## src/rtl/div_feeder.sv

```systemverilog
// Sequencer in front of the Q16.16 Newton-Raphson divider core: FIFO, sign handling, one-op-at-a-time issue.
// Optional divide-by-zero bypass enabled by defining DIV_FEEDER_DBZ_EN.
module div_feeder #(
  parameter int WIDTH = 32,
  parameter int DEPTH = 4
) (
  input  logic             clk,
  input  logic             rst,
  input  logic             s_valid,
  output logic             s_ready,
  input  logic [WIDTH-1:0] s_num,
  input  logic [WIDTH-1:0] s_den,
  output logic [WIDTH-1:0] div_n,
  output logic [WIDTH-1:0] div_d,
  output logic             div_in_valid,
  input  logic             div_ready,
  input  logic             div_out_valid,
  input  logic [WIDTH-1:0] div_out,
  output logic             div_rst,
  output logic             m_valid,
  input  logic             m_ready,
  output logic [WIDTH-1:0] m_quot,
  output logic             m_dbz
);

  localparam int AW = $clog2(DEPTH);
  localparam logic [WIDTH-1:0] MIN_NEG = {1'b1, {(WIDTH-1){1'b0}}};
  localparam logic [WIDTH-1:0] MAX_POS = {1'b0, {(WIDTH-1){1'b1}}};

  typedef enum logic [2:0] {IDLE, ISSUE, WAIT, RELEASE, OUT} state_t;

  state_t state, state_nx;

  logic [WIDTH-1:0] fifo_num [DEPTH];
  logic [WIDTH-1:0] fifo_den [DEPTH];
  logic [AW-1:0]    wr_ptr, rd_ptr;
  logic [AW:0]      count;
  logic             full, empty, push, pop;
  logic [WIDTH-1:0] head_num, head_den;
  logic             dbz_head;
  logic             neg;

  // Most negative value has no positive twin; saturate it.
  function automatic logic [WIDTH-1:0] mag(input logic [WIDTH-1:0] x);
    if (x == MIN_NEG) return MAX_POS;
    else if (x[WIDTH-1]) return -x;
    else return x;
  endfunction

  assign full     = (count == (AW+1)'(DEPTH));
  assign empty    = (count == '0);
  assign s_ready  = !full;
  assign push     = s_valid && !full;
  assign pop      = (state == IDLE) && !empty;
  assign head_num = fifo_num[rd_ptr];
  assign head_den = fifo_den[rd_ptr];

`ifdef DIV_FEEDER_DBZ_EN
  assign dbz_head = (head_den == '0);
`else
  assign dbz_head = 1'b0;
`endif

  always_ff @(posedge clk) begin
    if (push) begin
      fifo_num[wr_ptr] <= s_num;
      fifo_den[wr_ptr] <= s_den;
    end
  end

  always_ff @(posedge clk or posedge rst) begin
    if (rst) begin
      wr_ptr <= '0;
      rd_ptr <= '0;
      count  <= '0;
    end else begin
      if (push) wr_ptr <= wr_ptr + 1'b1;
      if (pop)  rd_ptr <= rd_ptr + 1'b1;
      case ({push, pop})
        2'b10:   count <= count + 1'b1;
        2'b01:   count <= count - 1'b1;
        default: count <= count;
      endcase
    end
  end

  always_ff @(posedge clk or posedge rst) begin
    if (rst) state <= IDLE;
    else     state <= state_nx;
  end

  always_comb begin
    state_nx = state;
    case (state)
      IDLE:    if (!empty) state_nx = dbz_head ? OUT : ISSUE;
      ISSUE:   if (div_ready) state_nx = WAIT;
      WAIT:    if (div_out_valid) state_nx = RELEASE;
      RELEASE: state_nx = OUT;
      OUT:     if (m_ready) state_nx = IDLE;
      default: state_nx = IDLE;
    endcase
  end

  assign div_in_valid = (state == ISSUE);
  assign m_valid      = (state == OUT);
  assign div_rst      = rst | (state == RELEASE);

  always_ff @(posedge clk or posedge rst) begin
    if (rst) begin
      div_n  <= '0;
      div_d  <= '0;
      neg    <= 1'b0;
      m_quot <= '0;
    end else begin
      if (pop) begin
        if (dbz_head) begin
          m_quot <= head_num[WIDTH-1] ? MIN_NEG : MAX_POS;
        end else begin
          div_n <= mag(head_num);
          div_d <= mag(head_den);
          neg   <= head_num[WIDTH-1] ^ head_den[WIDTH-1];
        end
      end
      if (state == WAIT && div_out_valid)
        m_quot <= neg ? -div_out : div_out;
    end
  end

`ifdef DIV_FEEDER_DBZ_EN
  logic dbz_q;
  always_ff @(posedge clk or posedge rst) begin
    if (rst) dbz_q <= 1'b0;
    else if (pop) dbz_q <= dbz_head;
  end
  assign m_dbz = dbz_q;
`else
  assign m_dbz = 1'b0;
`endif

endmodule

```

## config.mk

```make
export PLATFORM = sky130hd
export DESIGN_NAME = div_feeder
export DESIGN_NICKNAME = d
export VERILOG_FILES = /design/src/rtl/div_feeder.sv
export SDC_FILE = /design/constraint.sdc
export NUM_CORES = 1
export LEC_CHECK = 0
export ABC_AREA = 1
export CORE_UTILIZATION = 40
export CTS_BUF_LIST = sky130_fd_sc_hd__clkbuf_4 sky130_fd_sc_hd__clkbuf_8
export DETAILED_ROUTE_END_ITERATION = 16
export PLACE_DENSITY_LB_ADDON = 0.08
export SYNTH_ARGS = -nofsm -noshare
export SYNTH_HDL_FRONTEND = slang
export SYNTH_SLANG_ARGS = --single-unit
```

## constraint.sdc

```tcl
create_clock -name clk -period 9.14 [get_ports clk]
set_input_delay 1.828 -clock clk [delete_from_list [all_inputs] [get_ports clk]]
set_output_delay 1.828 -clock clk [all_outputs]
set_load 0.02 [all_outputs]
```

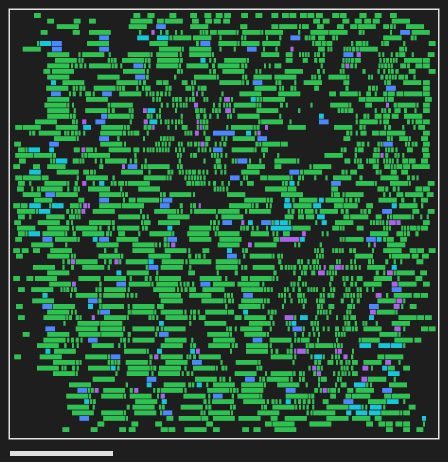
**Above:** run 1 (drive-strength map).
The bar under the picture is 50 um long.
[purple] drive 2 | cells: 67 | share: 3.4%
[blue] drive 6 and up | cells: 67 | share: 3.4%
[green] drive 1 or less | cells: 1785 | share: 90%
[cyan] drive 3 to 4 | cells: 70 | share: 3.5%
Non-Clock Buffer Count: 213
Setup WS post-layout: 3.928 ns
summed area of non-filler cells in the final layout: 20550 um2
Area Overhead vs Synth: 21.02%

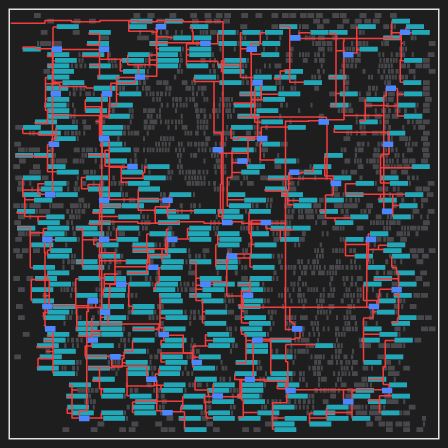
**Above:** run 1 (clock wires, drivers and flops).
[red] clock wires | length: 5030 um
[cyan] flip-flops | count: 363
[blue] cells driving clock nets | count: 58
routed clock nets: 59
Clk Latency, worst-skew pair: 0.65 ns
power share of the clock group: 18.3%
clock network power: 1420 uW
Final Skew: 0.02293 ns

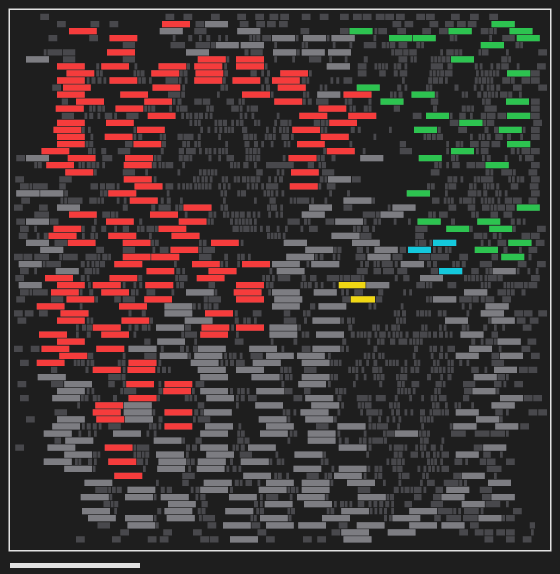
**Above:** run 1 (sequential cells grouped by signal name).
The bar under the picture is 50 um long.
[red] fifo_den | sequential cells: 128
[yellow] rd_ptr | sequential cells: 2
[green] m_quot | sequential cells: 32 | where: upper right
[cyan] count | sequential cells: 3

==> flow_summary.html, run 1 <==
<h2>Synthesis and place &amp; route</h2>
<table>
<tr><th>Metric</th><th>Value</th></tr>
<tr><th colspan="2">Outcome</th></tr>
<tr><td>Run status</td><td>completed</td></tr>
<tr><th colspan="2">Worst setup path</th></tr>
<tr><td>Reg2reg end</td><td>div_n[28]</td></tr>
<tr><td>Category of cells accounting for the largest share of critical-path delay</td><td>buffers and inverters</td></tr>
<tr><td>Capturing instance or port of the critical path</td><td>div_rst</td></tr>
<tr><td>Category of the worst setup path launch point</td><td>input pin</td></tr>
<tr><td>Cells traversed along the worst timing path</td><td>clkdlybuf4s50_1 -&gt; inv_4 -&gt; nand2_1 -&gt; clkdlybuf4s50_1</td></tr>
<tr><th colspan="2">Power</th></tr>
<tr><td>Comb pwr</td><td>3840 uW</td></tr>
<tr><td>Logic pwr share</td><td>49.3%</td></tr>
<tr><td>Cell Int Power</td><td>4346 uW</td></tr>
<tr><td>Leakage</td><td>between 0.008 and 0.009 uW</td></tr>
<tr><th colspan="2">Final timing</th></tr>
<tr><td>Worst relative slew slack</td><td>27.94%</td></tr>
<tr><td>Count of final max-slew check failures</td><td>0</td></tr>
<tr><td>Final worst-path cycle share</td><td>57.03%</td></tr>
<tr><th colspan="2">Worst hold path</th></tr>
<tr><td>Hold Startpoint</td><td>count[0]</td></tr>
<tr><td>Worst hold-check path type</td><td>reg2reg</td></tr>
<tr><td>Cell count of the worst hold path</td><td>1</td></tr>
<tr><th colspan="2">Detailed routing</th></tr>
<tr><td>Final wirelength</td><td>43810 um</td></tr>
<tr><td>DRC viols</td><td>0</td></tr>
<tr><th colspan="2">Clocking</th></tr>
<tr><td>TritonCTS Buffers</td><td>58</td></tr>
<tr><th colspan="2">Floorplan</th></tr>
<tr><td>Vertical die dimension</td><td>between 200 and 250 um</td></tr>
<tr><td>Core utilization before placement</td><td>40.48%</td></tr>
<tr><td>Row count</td><td>approximately 75</td></tr>
<tr><th colspan="2">Layout</th></tr>
<tr><td>Fraction of standard cell area in multi-input logic</td><td>28.42%</td></tr>
<tr><td>Sequential portion of the cell area</td><td>50.46%</td></tr>
<tr><td>Reg area</td><td>10370 um2</td></tr>
<tr><td>NonClk Buf Share</td><td>10.23%</td></tr>
<tr><td>Non-clock inverter instance count of the final layout</td><td>95</td></tr>
<tr><th colspan="2">Global route</th></tr>
<tr><td>Via count of the first global-routing pass</td><td>11930</td></tr>
<tr><td>Total global-route track usage</td><td>20.52%</td></tr>
<tr><th colspan="2">Place</th></tr>
<tr><td>DP Wirelength</td><td>27950 um</td></tr>
<tr><td>I/O Buffers</td><td>approximately 200</td></tr>
<tr><td>Global placer's final weighted congestion</td><td>0.8261</td></tr>
<tr><th colspan="2">Synth</th></tr>
<tr><td>Main area contributors</td><td>sky130_fd_sc_hd__edfxtp_1, sky130_fd_sc_hd__dfrtp_1, sky130_fd_sc_hd__nand2_1, sky130_fd_sc_hd__nand3_1, sky130_fd_sc_hd__nor2_1</td></tr>
<tr><td># Cells Yosys</td><td>roughly 1700</td></tr>
<tr><td>Top logic family</td><td>simple AND/OR/NAND/NOR gates</td></tr>
<tr><td>Main flop type after synthesis</td><td>sky130_fd_sc_hd__edfxtp_1</td></tr>
</table>
==> run 1 -> run 2 <==
- clock period: 9.14 -> 4.2 ns (I/O delays scaled with it)
==> run 2 against run 1 <==
Clock power rose by 120%. Synthesized area did not move. Via count rose by 0.45%. Critical path depth rose by 8. Combinational power rose by 130%. Sequential share of layout area fell by 0.36 points. Clock skew rose by 0.020 ns. Final area rose by 0.72%. Worst setup slack got worse by 2.8 ns. Cell count rose by 0.55%. Sequential power rose by 110%. Synthesized cell count did not move.
==> flow_summary.html, run 2 <==
<h2>Synthesis and place &amp; route</h2>
<table>
<tr><th>Metric</th><th>Value</th></tr>
<tr><th colspan="2">Layout</th></tr>
<tr><td>Non-clock inverter instance count of the final layout</td><td>95</td></tr>
<tr><td>Reg area</td><td>about 10000 um2</td></tr>
<tr><td>NonClk Buf Share</td><td>~11%</td></tr>
<tr><td>Sequential portion of the cell area</td><td>50.10%</td></tr>
<tr><td>Fraction of standard cell area in multi-input logic</td><td>28.22%</td></tr>
<tr><th colspan="2">Worst setup path</th></tr>
<tr><td>Cells traversed along the worst timing path</td><td>buf_4 -&gt; nand3_1 -&gt; nand2_2 -&gt; ha_1 -&gt; nand2_1 -&gt; nor2_2 -&gt; nand2_2 -&gt; nor2_4 -&gt; nand4_1 -&gt; nand2_1 -&gt; nor2_1 -&gt; nor2_1</td></tr>
<tr><td>Reg2reg end</td><td>div_d[19]</td></tr>
<tr><td>Category of the worst setup path launch point</td><td>flop</td></tr>
<tr><td>Worst setup path class</td><td>reg2reg</td></tr>
<tr><td>Capturing instance or port of the critical path</td><td>div_d[19]</td></tr>
<tr><td>Category of cells accounting for the largest share of critical-path delay</td><td>simple AND/OR/NAND/NOR gates</td></tr>
<tr><th colspan="2">Place</th></tr>
<tr><td>Placed cell count</td><td>roughly 2400</td></tr>
<tr><td>I/O Buffers</td><td>201</td></tr>
<tr><td>Global placer's final weighted congestion</td><td>approximately 0.89</td></tr>
<tr><td>DP Wirelength</td><td>a little under 30000 um</td></tr>
<tr><th colspan="2">Clocking</th></tr>
<tr><td>TritonCTS Buffers</td><td>between 60 and 70</td></tr>
<tr><td>H-tree Lvls</td><td>2</td></tr>
<tr><td>Clk Latency, worst-skew pair</td><td>0.68 ns</td></tr>
<tr><th colspan="2">Power</th></tr>
<tr><td>Clock network power</td><td>3140 uW</td></tr>
<tr><td>Logic pwr share</td><td>between 50% and 60%</td></tr>
<tr><td>Leakage</td><td>0.008325 uW</td></tr>
<tr><td>Comb pwr</td><td>8680 uW</td></tr>
<tr><td>Power share of the clock group</td><td>18.3%</td></tr>
<tr><th colspan="2">Detailed routing</th></tr>
<tr><td>Final wirelength</td><td>44690 um</td></tr>
<tr><th colspan="2">Worst hold path</th></tr>
<tr><td>Hold Startpoint</td><td>count[0]</td></tr>
<tr><td>Worst hold-check path type</td><td>reg2reg</td></tr>
<tr><th colspan="2">Floorplan</th></tr>
<tr><td>Core utilization before placement</td><td>40.48%</td></tr>
<tr><td>Vertical die dimension</td><td>around 210 um</td></tr>
<tr><td>Row count</td><td>75</td></tr>
<tr><th colspan="2">Outcome</th></tr>
<tr><td>Run status</td><td>completed</td></tr>
<tr><th colspan="2">Final timing</th></tr>
<tr><td>Count of final max-slew check failures</td><td>0</td></tr>
<tr><td>Final worst-path cycle share</td><td>73.31%</td></tr>
<tr><td>Setup WS post-layout</td><td>1.121 ns</td></tr>
<tr><td>Final Skew</td><td>approximately 0.043 ns</td></tr>
<tr><th colspan="2">Synth</th></tr>
<tr><td>Net Count, Synth</td><td>1850</td></tr>
<tr><td># Cells Yosys</td><td>1739</td></tr>
<tr><td>Top logic family</td><td>simple AND/OR/NAND/NOR gates</td></tr>
<tr><th colspan="2">Global route</th></tr>
<tr><td>Via count of the first global-routing pass</td><td>11960</td></tr>
<tr><td>Total global-route track usage</td><td>20.89%</td></tr>
</table>
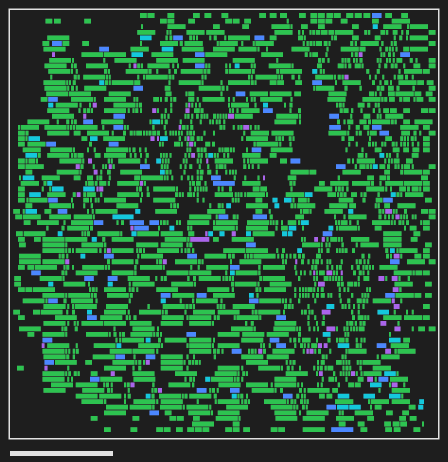
**Above:** run 2 (drive-strength map).
The bar under the picture is 50 um long.
[blue] drive 6 and up | cells: 70 | share: 3.5%
[purple] drive 2 | cells: 69 | share: 3.4%
[green] drive 1 or less | cells: 1792 | share: 89%
[cyan] drive 3 to 4 | cells: 74 | share: 3.7%
summed area of non-filler cells in the final layout: 20700 um2
Area Overhead vs Synth: 21.89%
Non-Clock Buffer Count: 226

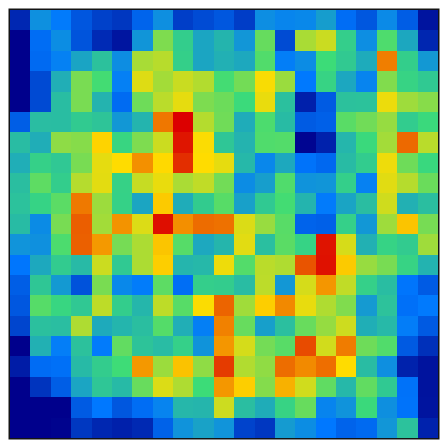
**Above:** run 2 (wiring heat map).
The die is cut into 21 by 21 equal tiles; dark blue is low, red is high, scaled to the fullest tile. Values are wire area over tile area, all layers added.
nearly empty tiles: 2.9%
emptiest ninth of the die: lower left
tiles over half the peak: 40%
fullest tile: 0.36
mean over tiles: 0.16

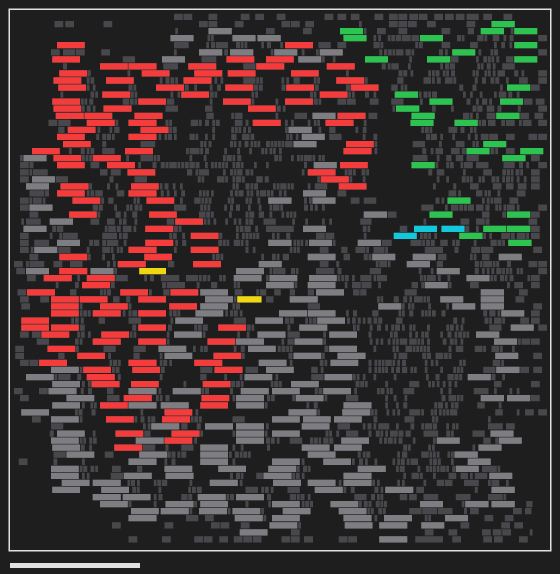
**Above:** run 2 (sequential cells grouped by signal name).
The bar under the picture is 50 um long.
[green] m_quot | sequential cells: 32 | where: upper right
[yellow] rd_ptr | sequential cells: 2
[red] fifo_den | sequential cells: 128
[cyan] count | sequential cells: 3
not coloured: 198

==> run 2 -> run 3 <==
- clock period: 4.2 -> 2.9 ns (I/O delays scaled with it)
==> run 3 against run 2 <==
Worst hold slack worse by 0.040 ns. Final area up 1.9%. Sequential share of layout area down 0.92 points. Non-clock buffer count up 17. Worst setup slack worse by 0.91 ns. Clock skew down 0.020 ns. Flip-flop count unchanged. Largest power group unchanged.
==> flow_summary.html, run 3 <==
<h2>Synthesis and place &amp; route</h2>
<table>
<tr><th>Metric</th><th>Value</th></tr>
<tr><th colspan="2">Worst setup path</th></tr>
<tr><td>Worst setup path class</td><td>reg2reg</td></tr>
<tr><td>Reg2reg end</td><td>div_n[24]</td></tr>
<tr><td>Capturing instance or port of the critical path</td><td>div_n[24]</td></tr>
<tr><td>Category of cells accounting for the largest share of critical-path delay</td><td>buffers and inverters</td></tr>
<tr><td>Category of the worst setup path launch point</td><td>flop</td></tr>
<tr><td>FF-to-FF setup slack</td><td>0.21 ns</td></tr>
<tr><th colspan="2">Synth</th></tr>
<tr><td>Main area contributors</td><td>sky130_fd_sc_hd__edfxtp_1, sky130_fd_sc_hd__dfrtp_1, sky130_fd_sc_hd__nand2_1, sky130_fd_sc_hd__nand3_1, sky130_fd_sc_hd__nor2_1</td></tr>
<tr><td>Cell taking the most area after synthesis</td><td>sky130_fd_sc_hd__edfxtp_1</td></tr>
<tr><td>Net Count, Synth</td><td>1850</td></tr>
<tr><td># Cells Yosys</td><td>~1700</td></tr>
<tr><td>Top logic family</td><td>simple AND/OR/NAND/NOR gates</td></tr>
<tr><td>Synthesized-area fraction occupied by xor and xnor cells</td><td>3.043%</td></tr>
<tr><td>Main flop type after synthesis</td><td>sky130_fd_sc_hd__edfxtp_1</td></tr>
<tr><th colspan="2">Layout</th></tr>
<tr><td>Reg area</td><td>about 10000 um2</td></tr>
<tr><td>Fraction of standard cell area in multi-input logic</td><td>27.70%</td></tr>
<tr><td>Area Overhead vs Synth</td><td>24.18%</td></tr>
<tr><td>Summed area of non-filler cells in the final layout</td><td>21090 um2</td></tr>
<tr><td>Sequential portion of the cell area</td><td>49.18%</td></tr>
<tr><td>NonClk Buf Share</td><td>11.93%</td></tr>
<tr><td>Non-Clock Buffer Count</td><td>243</td></tr>
<tr><th colspan="2">Floorplan</th></tr>
<tr><td>Core utilization before placement</td><td>40.48%</td></tr>
<tr><td>Row count</td><td>75</td></tr>
<tr><td>Vertical die dimension</td><td>208.0 um</td></tr>
<tr><td>Overall die width</td><td>208.0 um</td></tr>
<tr><th colspan="2">Final timing</th></tr>
<tr><td>Setup WS post-layout</td><td>0.2138 ns</td></tr>
<tr><td>Final Skew</td><td>about 0.023 ns</td></tr>
<tr><td>Final Hold Fails</td><td>0</td></tr>
<tr><td>Worst relative slew slack</td><td>47.41%</td></tr>
<tr><td>Unrepaired setup endpoints after global routing</td><td>false</td></tr>
<tr><td>Count of final max-slew check failures</td><td>0</td></tr>
<tr><td>Final worst-path cycle share</td><td>92.63%</td></tr>
<tr><th colspan="2">Outcome</th></tr>
<tr><td>Run status</td><td>completed</td></tr>
<tr><th colspan="2">Place</th></tr>
<tr><td>DP Wirelength</td><td>31370 um</td></tr>
<tr><td>Global placer's final weighted congestion</td><td>0.8914</td></tr>
<tr><th colspan="2">Power</th></tr>
<tr><td>Logic pwr share</td><td>50.9%</td></tr>
<tr><td>Power in sequential cells</td><td>7760 uW</td></tr>
<tr><td>Leakage</td><td>0.008519 uW</td></tr>
<tr><td>Cell Int Power</td><td>14430 uW</td></tr>
<tr><td>Comb pwr</td><td>approximately 13000 uW</td></tr>
<tr><th colspan="2">Worst hold path</th></tr>
<tr><td>Worst hold-check path type</td><td>in2async</td></tr>
<tr><th colspan="2">Clocking</th></tr>
<tr><td>Worst-case clock buffer depth</td><td>3</td></tr>
<tr><td>H-tree Lvls</td><td>2</td></tr>
<tr><td>TritonCTS Buffers</td><td>61</td></tr>
<tr><th colspan="2">Global route</th></tr>
<tr><td>Via count of the first global-routing pass</td><td>12270</td></tr>
</table>
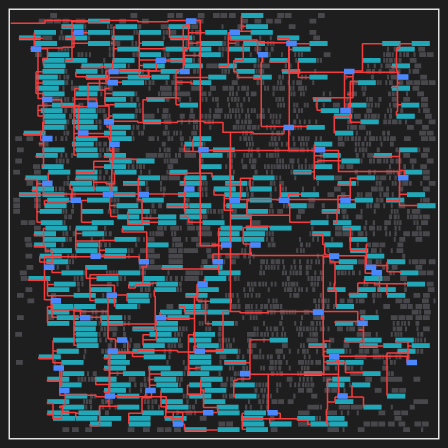
**Above:** run 3 (clock wires, drivers and flops).
[blue] cells driving clock nets | count: 61
[red] clock wires | length: 5030 um
[cyan] flip-flops | count: 363
routed clock nets: 62
flops lie: all over the die
clock network power: 4820 uW
Clk Latency, worst-skew pair: 0.67 ns
power share of the clock group: 18.8%

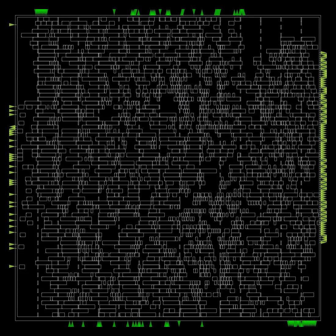
**Above:** run 3 (placement view).
Core Box Area: 41950 um2
post-layout instance count excluding filler cells: 2567

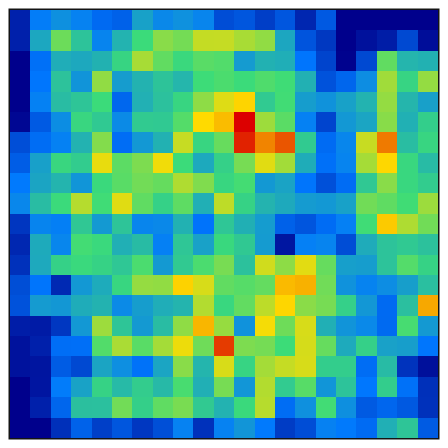
**Above:** run 3 (wiring heat map).
The die is cut into 21 by 21 equal tiles; dark blue is low, red is high, scaled to the fullest tile. Values are wire area over tile area, all layers added.
tiles over half the peak: 29%
mean over tiles: 0.17
nearly empty tiles: 3.4%
fullest tile: 0.42
vias: 12680
total global-route track usage: 21.66%
average wire per standard cell: 17.99 um
final wirelength: 46190 um

Power figures rest on the tool's default switching activity, not on a simulated workload.
